Design char_console_ctrl_flat, sky130hd; sources not shown.
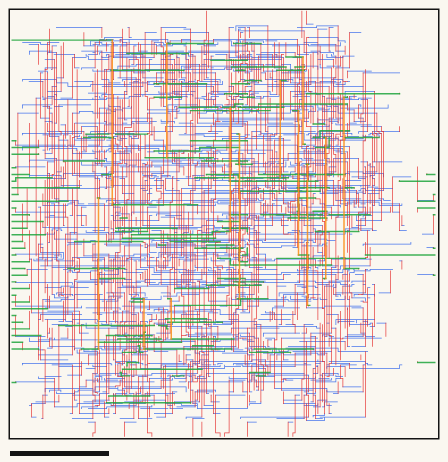
run_1/layers.png
Scale bar: 20 microns.
- green: M3 (wire length 1050 microns)
- blue: M1 (wire length 5220 microns)
- red: M2 (wire length 5330 microns)
- orange: M4 (wire length 322 microns)
Tot GR Track Use: 0.327
DR WL/cell: 18.6 microns
drt total wl: 11900 microns

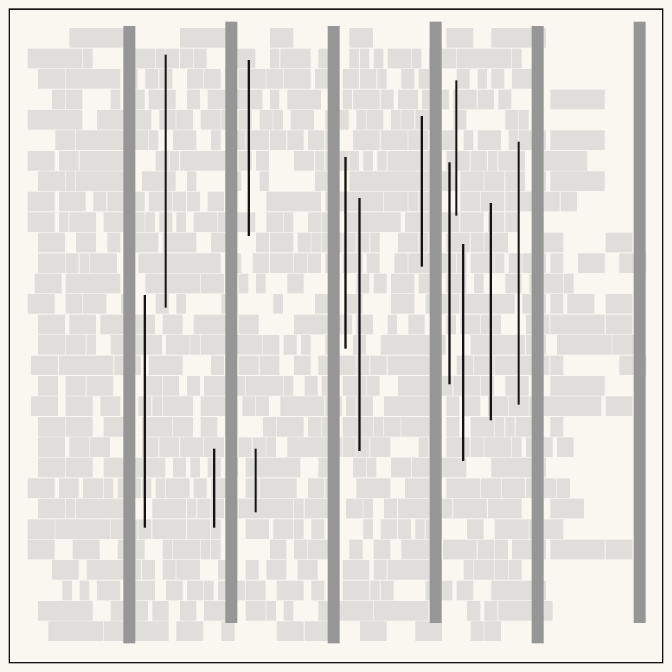
run_1/m4.png
Supply wires on this layer in gray. Cells faint in the background.
- nets with wire on the layer: 13
- wire length on this layer: 322 microns
- share of all routed wire: 2.7%
Vias: 4413

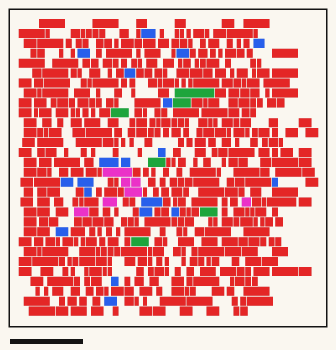
run_1/sizing.png
Scale bar: 20 microns.
- green: x6 and larger (cells 6; most used clkbuf_8)
- blue: x2 (cells 19; most used or2_2)
- red: x1 and smaller (cells 528; most used nor2_1)
- magenta: x3 and x4 (cells 7)
worst setup margin: 1040 ps
post-route cell area: 4660 sq um
Area growth syn-to-layout: 13.7%
non-clock buffer count in the final layout: 57

==> changes_impl.md, run 1 <==
### Physical design

- Tmin final: between 3000 and 4000 ps
- Power share of the sequential group: 0.388
- Count of nets after finishing: between 500 and 600
- Clk_lat worst skew: 310 ps
- Worst hold margin: between 200 and 300 ps
- H-Tree Depth: 2
- Die area: 7510 sq um
- Area leader share: 0.249
- GR Overflow Total: 0
- WP buf/inv: 1
- Fp_density: 0.610
- Final Hold Vio Count: 0
- CTS tree: yes
- Synth Warn #: 0
- Post-synth top cells: nor2_1, dfxtp_1, a21oi_1
- Vias in the first global route: between 3000 and 4000
- Rows: 30
- Largest delay contributor family on the critical path: simple AND/OR/NAND/NOR gates
- TritonRoute pass-1 iters: 5
- First-pass GRT wire length: ~20000 microns
- CTS sink cnt: between 50 and 60
- Top cells by area: dfxtp_1, nor2_1, a21oi_1
- Final ANT Viol Nets: 0
- Cell Type Count: 82
- R2r setup slk: between 1000 and 1500 ps
- DRC: 0
- Count of library flops with an enable pin: 0
- Hold-fix buffers, CTS: 0
- Critical Path AT: between 3000 and 4000 ps
- Maximum clock frequency: 274 MHz
- Final-report setup violation count: 0
- Worst Hold Depth: 2
- Syn Nets: about 570
- Worst-path maximum fanout: 14
- Cells along the critical path: clkdlybuf4s50_1, or4_4, nor4_1, o41ai_2, nor2_1, o21ai_0, a21oi_1
- Via density: ~7
- Root buffer cell: clkbuf_8
- Ys cells: approximately 530
- Cell area after synthesis: between 4000 and 5000 sq um
- Synth Instances: between 500 and 600
- Ys flop type: dfxtp_1
- Ys async rst share: 0
- Largest net degree at the start of global routing: 49
- Seq/Total Area, Yosys: 0.249
- Mean Syn Cell Area: 7.72 sq um
- RSZ-0062 raised after global routing: false
- Comb pwr share: 0.426
- Dpl hpwl: around 8700 microns
- Max-slew headroom: 0.392
- Log Warnings: 30
- Crit-path slowest cell: nor2_1
- CP Launch Type: input port
- Pint: 0.000996 W
- R2R cell count: 9
- Initial antenna violation count: 0
- Diode count: 0
- Boundary Pins: about 56
- Final setup TNS: 0 ps
- Post-CTS Setup Bufs: 0
- Outcome: complete, no violations
- Worst min path class: reg2reg
- Max Root-Sink Buffers: 2
- # port buffers: roughly 55
- Worst Setup Path Type: in2reg
- Final Max Tran Viols: 0
- Net Sw Frac: 0.401
- MaxCap Viol Count: 0
- Die W: between 80 and 90 microns
- Leak: 1.59 nW
- Share of layout cells above drive strength 1: 0.0571
- Seq cells post-synth: a little over 50
- Clk slew on worst S/H paths: ~100 ps
- PwrDens: 356 nW/um^2
- Core area: approximately 6700 sq um
- Clock share of power: 0.187
- Post-CTS Resized: 0
- Worst vdd ir: approximately 240 uV
- Total CTS buffers: 5
- Crit end category: flip-flop
- Slew @ Worst Pin: 909 ps
- Critical path depth in cells: 7
- Yosys stat area: around 4100 sq um
- Fin crit share: 0.778
- Die H: ~87 microns
- Net Switching: 0.000665 W
- Synth area leader: dfxtp_1
- Starting DRT DRC Count: 574
- WP data required: between 4000 and 5000 ps
- CP peak stage delay: around 730 ps
- RePlAce Congestion: between 0.9 and 1
- Cell with the most instances after synthesis: nor2_1
==> run 1: metrics by stage <==
| stage | cell area, sq um | power [W] | instances | worst slack (ps) | util |
|---|---|---|---|---|---|
| final | 4660 | 0.00166 | 640 | 1040 | 0.694 |
| after global routing | 4660 | 0.00175 | 640 | 848 | 0.694 |
| after CTS | 4660 | 0.00164 | 640 | 1090 | 0.693 |
| after detailed placement | 4550 | 0.00134 | 633 | 771 | 0.677 |
| after global placement | 4550 | 0.00132 | 633 | 880 | 0.677 |
| after floorplan | 4100 | 0.00107 | 531 | 1690 | - |
==> run 1: worst min-delay path: cells and delay by family (launching register included) <==
family	cells	cell delay (ps)
AND/OR/NAND/NOR	1	60
AND-OR/OR-AND	1	60
flip-flops	1	320
==> run 1: cells by family after synthesis <==
family                   after synthesis  share of synthesized area
AND-OR/OR-AND                        165                      0.270
XOR/XNOR                              27                     0.0610
adder cells (fa/ha/maj)               19                     0.0616
buffers and inverters                 51                     0.0662
flip-flops                            51                      0.249
multiplexers                           5                     0.0156
AND/OR/NAND/NOR                      213                      0.276
==> run 1: layout by cell type (no fill, tap or decap), types with 9 or more instances in the layout <==
cell type	instances
ha_1	17
nand4_1	11
dfxtp_1	51
nor2_1	62
and2_1	9
a22oi_1	13
clkdlybuf4s50_1	54
a21oi_1	46
xnor2_1	19
a211oi_1	9
nor3_1	12
o21ai_0	32
nand3_1	23
inv_1	16
nand2_1	31
==> run 1: cell type report <==
type / instances / area [sq um]
clock buffers: 5 / 68.8
clock inverters: 2 / 37.5
fillers: 551 / 2060
inverters: 16 / 60.1
multi-input cells: 429 / 2820
flip-flops and latches: 51 / 1020
well taps: 80 / 100
repair buffers: 57 / 561
==> run 1: power by group through the flow <==
stage / clock network (W) / logic [W] / registers, W
floorplan: 0 / 0.000477 / 0.000597
global placement: 0 / 0.000676 / 0.000641
detailed placement: 0 / 0.000693 / 0.000645
CTS: 0.000310 / 0.000696 / 0.000636
global route: 0.000324 / 0.000773 / 0.000656
finish: 0.000310 / 0.000707 / 0.000644
==> run 1: metal layers <==
| layer | track usage | up-vias | routed length (microns) |
|---|---|---|---|
| li1 | - | 2046 | - |
| met1 | 0.472 | 2074 | 5220 |
| met2 | 0.506 | 263 | 5330 |
| met3 | 0.0410 | 30 | 1050 |
| met4 | 0.107 | 0 | 322 |
| met5 | 0 | - | 0 |
--- run 2 (diff from run 1) ---
--- a/config.mk
+++ b/config.mk
@@ -7,9 +7,9 @@
 export LEC_CHECK = 0
 export CAP_MARGIN = 20
 export CORE_MARGIN = 2
-export CORE_UTILIZATION = 60
+export CORE_UTILIZATION = 51
 export DETAILED_ROUTE_END_ITERATION = 12
-export PLACE_DENSITY = 0.86
+export PLACE_DENSITY = 0.78
 export SLEW_MARGIN = 20
 export SYNTH_ARGS = -nofsm -noshare
 export SYNTH_HDL_FRONTEND = slang
==> constraint.sdc (replaced) <==
create_clock -name clk -period 3.1 [get_ports clk]
set_clock_uncertainty 0.2 [all_clocks]
set_input_delay 0.62 -clock clk [delete_from_list [all_inputs] [get_ports clk]]
set_output_delay 0.62 -clock clk [all_outputs]
set_load 0.005 [all_outputs]
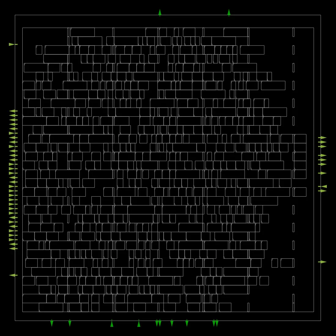
run_2/placed.png
core area: 7770 sq um
Finished Core Util: 0.637

==> run 2 against run 1 <==
  * Critical path depth up 1
  * Cell area up 6.1%
  * Setup slack worse by 910 ps
  * Combinational power up about 70%
  * Synthesized area unchanged
  * Non-clock buffer count up 38
  * Sequential power up 45%
  * Synthesized cell count unchanged
  * Sequential share of layout area down 1.3 points
  * Clock-buffer cell count unchanged
  * Critical path type is now reg2reg
  * Highest routed layer unchanged
==> changes_impl.md, run 2 <==
### Physical design

- Outcome: complete, no violations
- Ys flop type: dfxtp_1
- Dpl cells: 693 (+9.5%)
- DP Area: 4860 sq um (+6.9%)
- First-pass GRT wire length: 20600 microns (+3.9%)
- Starting DRT DRC Count: 568 (-1.0%)
- TritonRoute pass-1 iters: 7 (+2)
- Total CTS buffers: 5 (unchanged)
- R2r setup slk: 140 ps (-1330 ps)
- Critical Path AT: 2950 ps (-750 ps)
- Root buffer cell: clkbuf_8
- Count of library flops with an enable pin: 0 (unchanged)
- Worst Setup Path Type: reg2reg
- CTS tree: yes
- Die W: 93.7 microns (+8.1%)
- Worst hold margin: 289 ps (+4.78 ps)
- CTS sink cnt: 51 (unchanged)
- Post-CTS Resized: 0 (unchanged)
- Mean Syn Cell Area: 7.72 sq um (unchanged)
- WP data required: 3080 ps (-1670 ps)
- Post-route non-filler standard cell count: 701 (+9.5%)
- Post-synth top cells: nor2_1, dfxtp_1, a21oi_1
- RePlAce Congestion: 0.943 (-1.8%)
- Seq cells post-synth: 51 (unchanged)
- Largest delay contributor family on the critical path: adder cells
- Post-CTS Setup Bufs: 0 (unchanged)
- Most used logic cell in the final layout: nor2_1
- CP Launch Type: flip-flop
- Final Hold Vio Count: 0 (unchanged)
- Final setup TNS: 0 ps (unchanged)
- # port buffers: 55 (unchanged)
- Synth Instances: 531 (unchanged)
- Max Root-Sink Buffers: 2 (unchanged)
- CP peak stage delay: 480 ps (-250 ps)
- Clk slew on worst S/H paths: 110 ps (about the same)
- Max-slew headroom: 0.596 (+0.205)
- Worst Hold Depth: 2 (unchanged)
- Vias in the first global route: 4215 (+6.0%)
- DRC: 0 (unchanged)
- Worst min path class: reg2reg
- Die area: 8780 sq um (+17%)
- Initial antenna violation count: 0 (unchanged)
- Via density: 6.40 (-7.2%)
- Critical path depth in cells: 8 (+1)
- Final Max Tran Viols: 0 (unchanged)
- Most frequent logic cells in the routed design: nor2_1, clkdlybuf4s50_1, dfxtp_1
- Cells along the critical path: ha_1, fa_1, xnor2_1, nor4bb_1, xnor3_1, a221o_1, a22oi_1, o31ai_1
- R2R cell count: 8 (-1)
- Ys cells: 531 (unchanged)
- Fin crit share: 0.956
- Tmin final: 2960 ps
- Worst-path maximum fanout: 8 (-6)
- Cell area after synthesis: 4100 sq um (unchanged)
- Log Warnings: 29 (-3.3%)
- Largest net degree at the start of global routing: 49 (unchanged)
- Hold-fix buffers, CTS: 0 (unchanged)
- H-Tree Depth: 2 (unchanged)
- Clk_lat worst skew: 320 ps (about the same)
- Boundary Pins: 56 (unchanged)
- WP buf/inv: 0 (-1)
- Fp_density: 0.528 (-0.0824)
- GR Overflow Total: 0 (unchanged)
- DR WL/cell: 17.9 microns (-3.6%)
- Share of layout cells above drive strength 1: 0.117 (+0.0597)
- Final ANT Viol Nets: 0 (unchanged)
- Area growth syn-to-layout: 20.6%
- Top cells by area: dfxtp_1, nor2_1, a21oi_1
- Yosys stat area: 4100 sq um (unchanged)
- Synth area leader: dfxtp_1
- Maximum clock frequency: 337 MHz
- Seq/Total Area, Yosys: 0.249 (unchanged)
- Post-route cell area: 4950 sq um (+6.1%)
- Cell Type Count: 82 (unchanged)
- MaxCap Viol Count: 0 (unchanged)
- Rows: 32 (+6.7%)
- PwrDens: 513 nW/um^2 (+44%)
- Area leader share: 0.249 (unchanged)
- Synth Warn #: 0 (unchanged)
- Diode count: 0 (unchanged)
- Ys async rst share: 0 (unchanged)
- Count of nets after finishing: 637 (+6.3%)
- Slew @ Worst Pin: 603 ps (-306 ps)
- Dpl hpwl: 9150 microns (+5.3%)
- Crit-path slowest cell: dfxtp_1
- Die H: 93.7 microns (+8.1%)
- Worst vdd ir: 369 uV (+55%)
- RSZ-0062 raised after global routing: false
- Final-report setup violation count: 0 (unchanged)
- Crit end category: flip-flop
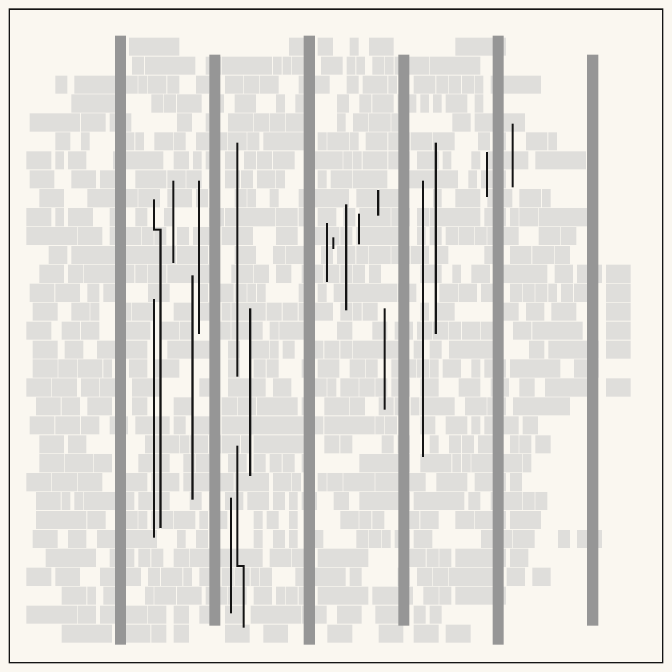
run_2/m4.png
Supply wires on this layer in gray. Cells faint in the background.
- wire length on this layer: 375 microns
- longest straight run: 42.7 microns
- main direction: vertical
drt total wl: 12600 microns
Vias: 4487

run 2: cell types whose count changed in the layout (fill, tap and decap cells not counted), sizes merged:
cell      before  now
buf            3   41
bufinv         1    0
clkinv         0    3
clkinvlp       1    0
run 2: final cells by class:
class | count | area, sq um
multi-input combinational | 429 | 2810
clock inverter | 3 | 15.0
fill | 717 | 2820
clock buffer | 5 | 68.8
sequential | 51 | 1020
tap | 102 | 128
timing repair buffer | 95 | 846
inverter | 16 | 60.1
run 2: metrics by stage:
stage               setup WS (ps)  total power [W]
global placement            -95.3          0.00209
global route                 3.49          0.00269
floorplan                     202          0.00163
finish                        136          0.00254
CTS                           125          0.00251
detailed placement           -135          0.00211
run 2: worst min-delay path, delay by kind of cell (launching register included):
| kind | cells | cell delay, ps |
|---|---|---|
| AOI/OAI and AO/OA | 1 | 50 |
| DFF | 1 | 330 |
| and+or+nand+nor | 1 | 70 |
run 2: power by group:
| part | leakage (nW) | total, W | internal (W) | switching (W) |
|---|---|---|---|---|
| logic | 1.31 | 0.00120 | 0.000574 | 0.000630 |
| registers | 0.416 | 0.000937 | 0.000780 | 0.000157 |
| clock network | 0.0477 | 0.000400 | 0.000156 | 0.000244 |
run 2: cell families after synthesis:
| logic type | count (synthesis) | synth area share |
|---|---|---|
| AND-OR/OR-AND | 165 | 0.270 |
| XOR/XNOR | 27 | 0.0610 |
| adder cells (fa/ha/maj) | 19 | 0.0616 |
| buffers and inverters | 51 | 0.0662 |
| flip-flops | 51 | 0.249 |
| multiplexers | 5 | 0.0156 |
| AND/OR/NAND/NOR | 213 | 0.276 |
run 2: per-layer routing:
metal	vias to the layer above	part of all wire	wire, microns	track usage
met2	249	0.44	5600	0.459
met5	-	0	0	0
met3	40	0.082	1030	0.0401
li1	2114	-	-	-
met1	2084	0.44	5580	0.404
met4	0	0.030	375	0.128
Power figures rest on the tool's default switching activity, not on a simulated workload.
